===== config.mk =====
export PLATFORM = sky130hd
export DESIGN_NAME = rr_arb_4
export DESIGN_NICKNAME = d
export VERILOG_FILES = /design/src/rtl/rr_arb_pkg.sv /design/src/rtl/grant_dec.sv /design/src/rtl/rr_arb_4.sv
export SDC_FILE = /design/constraint.sdc
export NUM_CORES = 1
export LEC_CHECK = 0
export CORE_MARGIN = 1.5
export CORE_UTILIZATION = 57
export CTS_BUF_LIST = sky130_fd_sc_hd__clkbuf_2 sky130_fd_sc_hd__clkbuf_4 sky130_fd_sc_hd__clkbuf_8
export CTS_CLUSTER_SIZE = 24
export DETAILED_ROUTE_END_ITERATION = 10
export PLACE_DENSITY = 0.95
export SYNTH_ARGS = -nofsm -noshare
export SYNTH_HDL_FRONTEND = slang
export SYNTH_SLANG_ARGS = --single-unit

===== constraint.sdc =====
create_clock -name clk -period 5.2 [get_ports clk]
set_input_delay 1.04 -clock clk [delete_from_list [all_inputs] [get_ports clk]]
set_output_delay 1.04 -clock clk [all_outputs]
set_load 0.05 [all_outputs]

===== src/rtl/rr_arb_pkg.sv =====
// Shared types and constants for the four-requester round-robin arbiter.
package rr_arb_pkg;

  localparam int N_REQ = 4;

  // Decoder output pattern when nobody holds the resource.
  localparam logic [N_REQ-1:0] Y_IDLE = 4'b1111;

  typedef enum logic [1:0] {
    ST_IDLE  = 2'd0,
    ST_GRANT = 2'd1,
    ST_GAP   = 2'd2
  } state_e;

  // Round-robin pick: first asserted request searching last+1, last+2,
  // last+3, last (mod 4). Walking the candidates from lowest to highest
  // priority lets the highest-priority hit overwrite the result last.
  // Returns last when no request is set; callers gate on |req.
  function automatic logic [1:0] rr_pick(input logic [N_REQ-1:0] req,
                                         input logic [1:0]       last);
    logic [1:0] cand;
    rr_pick = last;
    for (int k = N_REQ; k >= 1; k--) begin
      cand = last + 2'(k);
      if (req[cand]) rr_pick = cand;
    end
  endfunction

endpackage


===== src/rtl/grant_dec.sv =====
// 2-to-4 select decoder, active-low enable, active-low one-hot outputs.
module grant_dec
  import rr_arb_pkg::*;
(
  input  logic [1:0]       gnt_idx,
  input  logic             en_n_int,
  output logic [N_REQ-1:0] y_dec
);

  // One output bit per requester: low only when enabled and selected.
  generate
    for (genvar gi = 0; gi < N_REQ; gi++) begin : g_dec
      assign y_dec[gi] = en_n_int | (gnt_idx != 2'(gi));
    end
  endgenerate

endmodule


===== src/rtl/rr_arb_4.sv =====
// Four-requester round-robin arbiter with bounded hold time and a one-cycle
// break-before-make gap. All outputs are registered.
module rr_arb_4
  import rr_arb_pkg::*;
#(
  parameter int MAX_HOLD = 8
) (
  input  logic             clk,
  input  logic             rst_n,
  input  logic             en_n,
  input  logic [N_REQ-1:0] req,
  output logic [N_REQ-1:0] y_n,
  output logic [1:0]       gnt_idx,
  output logic             busy
);

  localparam int CNT_W = $clog2(MAX_HOLD + 1);
  localparam logic [CNT_W-1:0] HOLD_MAX  = CNT_W'(MAX_HOLD);
  localparam logic [CNT_W-1:0] HOLD_LAST = CNT_W'(MAX_HOLD - 1);

  state_e           state_q, state_d;
  logic [1:0]       gnt_idx_q, gnt_idx_d;
  logic [1:0]       last_q, last_d;
  logic [CNT_W-1:0] hold_cnt_q, hold_cnt_d;
  logic [N_REQ-1:0] y_n_q;
  logic             busy_q;

  logic [1:0]       winner;
  logic             any_req;
  logic             others_req;
  logic             en_n_int;
  logic [N_REQ-1:0] y_dec;

  assign winner     = rr_pick(req, last_q);
  assign any_req    = |req;
  assign others_req = |(req & ~(4'b0001 << gnt_idx_q));

  // Next-state, round-robin load and hold counter.
  always_comb begin
    state_d    = state_q;
    gnt_idx_d  = gnt_idx_q;
    last_d     = last_q;
    hold_cnt_d = hold_cnt_q;
    case (state_q)
      ST_IDLE, ST_GAP: begin
        if (!en_n && any_req) begin
          state_d    = ST_GRANT;
          gnt_idx_d  = winner;
          last_d     = winner;
          hold_cnt_d = '0;
        end else begin
          state_d = ST_IDLE;
        end
      end
      ST_GRANT: begin
        if (hold_cnt_q != HOLD_MAX) hold_cnt_d = hold_cnt_q + 1'b1;
        // Release, hold expiry with a waiting competitor, or disable.
        if (!req[gnt_idx_q] || (hold_cnt_q == HOLD_LAST && others_req) || en_n)
          state_d = ST_GAP;
      end
      default: state_d = ST_IDLE;
    endcase
  end

  // Decoder is fed with next-state values so its registered copy lines up
  // with the state register: y_n is low exactly in GRANT cycles.
  assign en_n_int = (state_d != ST_GRANT);

  grant_dec u_dec (
    .gnt_idx  (gnt_idx_d),
    .en_n_int (en_n_int),
    .y_dec    (y_dec)
  );

  // State and output registers with synchronous active-low reset.
  always_ff @(posedge clk) begin
    if (!rst_n) begin
      state_q    <= ST_IDLE;
      gnt_idx_q  <= 2'd0;
      last_q     <= 2'd3;
      hold_cnt_q <= '0;
      y_n_q      <= Y_IDLE;
      busy_q     <= 1'b0;
    end else begin
      state_q    <= state_d;
      gnt_idx_q  <= gnt_idx_d;
      last_q     <= last_d;
      hold_cnt_q <= hold_cnt_d;
      y_n_q      <= y_dec;
      busy_q     <= (state_d == ST_GRANT);
    end
  end

  assign y_n     = y_n_q;
  assign gnt_idx = gnt_idx_q;
  assign busy    = busy_q;

endmodule


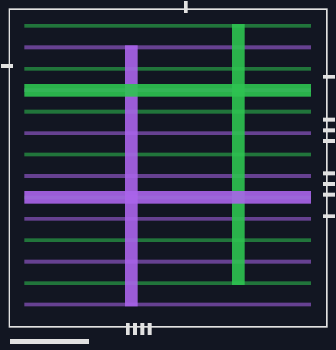
(images/pdn.png)
The bar under the picture is 10 um long. Pins as bars on the die edge.
- green: VDD
- purple: VSS
- met4 straps: 2
- met5 straps: 2
- signal pins: 14
worst vdd ir: 0.179 mV
placeable core area: 1280 um2
Die Y-Extent: 40.1 um
Die X-Extent: 40.1 um

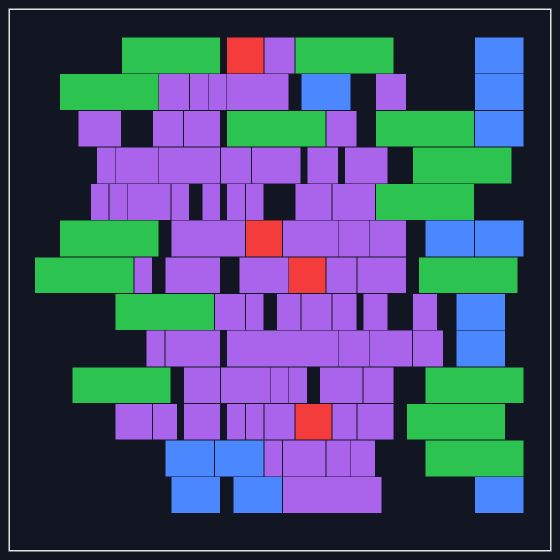
(images/cell_classes.png)
- blue: other buffers and delay cells (cells 13)
- red: clock drivers and dummy loads (cells 4)
- purple: all other logic (cells 67)
- green: flip-flops (cells 15)
Final Core Density: 74.4%
number of standard-cell rows in the floorplan: 13
register fraction of the total cell area: 31.4%

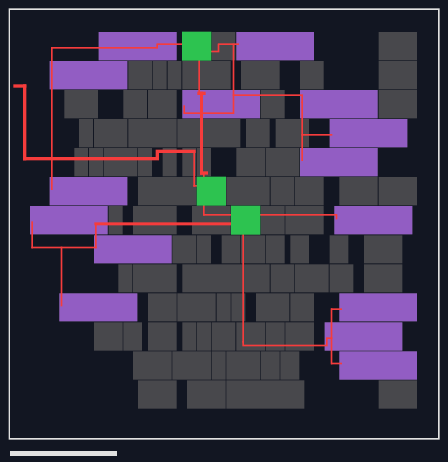
(images/clock_map.png)
The bar under the picture is 10 um long.
- purple: flip-flops (count 15)
- green: cells driving clock nets (count 3)
- red: clock wires (length 176 um)
- flops lie: spread over the die
proportion of power drawn by the clock network: 26.8%
clock latency on the worst-skew pair: 0.28 ns
Post-Route Skew: 0.00623 ns
Clock group: 70.9 uW

==> results.py <==
# Generated from Yosys and OpenROAD reports
metrics = {
    "finish": {
        "final_layout_size_suffix_gt1_share_pct": 10.1,
        "num-nets-final": 109,
        "insertedDiodeCount": 0,
        "fillerInstances": 83,
        "syn_to_final_growth_pct": 21.9,
        "fin_cells": 114,
    },
    "logic_synthesis": {
        "ys_ff": 15,
        "synth_top_cell_by_area": "dfxtp_1",
        "ys_seq_share_pct": 38.3,
        "yosys_most_used_dff": "dfxtp_1",
        "post_synth_most_frequent_cells": "dfxtp_1, nor2_1, nor2b_1, nand2_1, o21ai_0",
        "synth.lib_cells_used.distinct": 36,
        "synth.yosys.chip_area_um2": 785,
        "synth.mux.area_fraction_pct": 4.15,
        "syn-mean-instance-area_um2": 9.34,
        "asyncSetResetFlopFracSynth_pct": 0,
        "top_cells_by_area": "dfxtp_1, nor2b_1, nor2_1",
        "edf_count": 0,
        "syn_nets": 93,
        "ys_sh_xor_pct": 3.35,
        "synth_area_in_simple_gates_pct": 25.8,
        "post_synth_fa_ha_maj_area_fraction_pct": 3.19,
        "yosysTopAreaCellShare_pct": 38.3,
        "synth.yosys.num_cells": 84,
        "post-synth-top-count-cell": "dfxtp_1",
        "netlist_instances": 84,
        "synth.cellmix.compoundShare_pct": 22.8,
        "synthTopLogicFamily": "simple AND/OR/NAND/NOR gates",
        "yosysWarningCount": 0,
        "mappedNetlistArea_um2": 785,
    },
    "timing": {
        "report.final.hold_viol_count": 0,
        "final_min_period_over_clock_period_pct": 53.8,
        "final.min_clock_period_ns": 2.80,
        "totalNegativeSetupSlack_ns": 0,
        "max_slew.worst_pin.slew_ns": 0.614,
        "maxSlewHeadroom_pct": 58.7,
        "final_max_slew_viols": 0,
        "rsz0062_at_grt": "false",
        "finalSetupViolCount": 0,
    },
    "placed_design": {
        "numPlacedInstances": 110,
        "finalWeightedCongestion": 0.892,
        "post-dp-hpwl_mm": 1.20,
        "portBuffers": 13,
    },
    "power": {
        "leakage_nw": 0.357,
        "internal_power_uw": 182,
        "p_seq_share_pct": 49.1,
        "p_per_area_nw_per_um2": 276,
        "power.switching_fraction_pct": 30.9,
        "logic_gate_share_of_total_power_pct": 24.0,
        "switchingPower_uw": 81.8,
        "report.power.total_uw": 264,
    },
    "floorplanning": {
        "ios": 14,
        "die_area_um2": 1610,
        "fp_util_pct": 61.1,
    },
    "clocking": {
        "clockBufferDepth": 2,
        "cts.clk_slew.worst_paths_ns": 0.08,
        "ctsRootBufferMaster": "clkbuf_4",
        "postCtsSetupRepairBufs": 0,
        "cts_made_buffers": 3,
        "post_cts_resized": 0,
        "tritoncts_clock_tree": "yes",
        "postCtsHoldBufs": 0,
        "h-tree-depth": 1,
        "clock_sinks": 15,
    },
    "route": {
        "detail_route.drc_violations": 0,
        "route.detailed.wl_per_inst_um": 14.9,
        "dr.pass1.iters": 5,
        "first_iter_violations": 42,
        "postRouteAntennaNets": 0,
        "drt_wl_total_mm": 1.70,
        "post_drt_via_cell_ratio": 6.47,
        "dr_total_vias": 738,
    },
    "setup_path": {
        "timing.critical_path.slowest_cell_delay_ns": 0.62,
        "cp_top_family": "AND-OR/OR-AND gates",
        "critical-path-slowest-cell": "clkdlybuf4s50_1",
        "timing.rr.end": "busy",
        "worstReg2RegStart": "gnt_idx[0]",
        "worst_r2r_path_depth": 5,
        "r2r_setup_slack_ns": 3.33,
        "path_buffers": 1,
        "startpoint_type": "primary input",
        "worst-path-max-fanout": 8,
        "cp_cell_sequence": "clkdlybuf4s50_1 > nor2_1 > a211oi_4 > o311ai_1 > o41a_1 > or3b_1",
        "worst_setup_path_end_kind": "flip-flop",
        "worst-endpoint-required_ns": 5.36,
        "worst_ep_arrival_time_ns": 2.96,
        "critPathKind": "in -> reg",
    },
    "flow_run": {
        "number_of_max_cap_violations": 0,
        "openroad_warning_count": 27,
    },
    "grt": {
        "globalRouteTotalUtil_pct": 24.2,
        "groute.layer.met3.usage_pct": 6.11,
        "global_route.usage.met1_pct": 28.8,
        "grt_max_degree": 12,
        "total_gr_overflow": 0,
        "grt_pass1_wl_mm": 2.55,
        "gr-max-usage-layer": "met2",
        "vias_in_the_first_global_route": 610,
        "grtUsageMet2_pct": 38.3,
        "antenna_found_initial": 0,
    },
    "hold_path": {
        "min-delay-start": "state_q[1]",
        "whs_endpoint": "state_q[1]",
        "hold_crit_path_type": "reg -> reg",
        "holdPathStages": 2,
    },
    "run_status": {
        "outcome": "completed",
    },
}
-- registers in the layout (all words and copies together), names as in the netlist --
signal / flops
hold_cnt_q: 4
y_n: 4
gnt_idx: 2
last_q: 2
state_q: 2
busy: 1
-- through the flow --
stage	worst slack (ns)	hold WS (ns)	cell area (um2)
2_1_floorplan	2.87	0.500	785
6_report	2.40	0.533	956
5_1_grt	2.29	0.548	956
3_5_place_dp	2.20	0.521	926
4_1_cts	2.42	0.537	956
3_3_place_gp	2.24	0.521	926
-- per-layer routing --
| metal | share of wire [%] | vias to the layer above |
|---|---|---|
| li1 | - | 338 |
| met1 | 38 | 329 |
| met2 | 47 | 57 |
| met3 | 10 | 14 |
| met4 | 4.9 | 0 |
| met5 | 0 | - |
-- final cells by class --
| class | instances | area [um2] | share of cell area, % |
|---|---|---|---|
| Tap cell | 15 | 18.8 | 1.96 |
| Timing Repair Buffer | 13 | 130 | 13.6 |
| Sequential cell | 15 | 300 | 31.4 |
| Clock buffer | 4 | 30.0 | 3.14 |
| Inverter | 3 | 11.3 | 1.18 |
| Multi-Input combinational cell | 64 | 465 | 48.7 |
-- worst reg2reg max path: stages, from the launching register on --
cell and delay [ns]:
dfxtp_1 0.47, mux2i_1 0.11, a32o_2 0.28, a2111oi_2 0.44, o31ai_1 0.26, and2_1 0.21
-- cell usage in the layout, fill, tap and decap left out, types with 3 or more instances in the layout --
cell              n
nor2b_1           8
clkdlybuf4s50_1  13
inv_1             3
dfxtp_1          15
o21ai_0           4
nand2_1           5
nor2_1            9
clkbuf_4          4
-- how the worst max path moves through the flow --
| stage | startpoint | end | cells past startpoint |
|---|---|---|---|
| 6_report | req[3] | y_n[1] | 6 |
| 3_5_place_dp | req[3] | y_n[1] | 6 |
| 2_1_floorplan | req[3] | y_n[1] | 5 |
| 5_1_grt | req[3] | y_n[3] | 6 |
| 3_3_place_gp | req[1] | state_q[0] | 6 |
| 4_1_cts | req[1] | busy | 6 |
-- cells by family (layout without fill, tap and decap cells) --
kind of cell | count (synthesis) | in the layout
AND/OR/NAND/NOR | 36 | 36
buffers and inverters | 5 | 20
XOR/XNOR | 3 | 3
multiplexers | 2 | 2
AND-OR/OR-AND | 21 | 21
flip-flops | 15 | 15
adder cells (fa/ha/maj) | 2 | 2
-- power by group through the flow --
stage	clock network, mW	logic [mW]	registers [mW]
after floorplan	0	0.0307	0.142
after global placement	0	0.0609	0.132
after detailed placement	0	0.0618	0.132
after CTS	0.0723	0.0628	0.130
after global routing	0.0775	0.0684	0.131
final	0.0709	0.0635	0.130
No activity file was given, so power comes from the tool's default toggle rates.
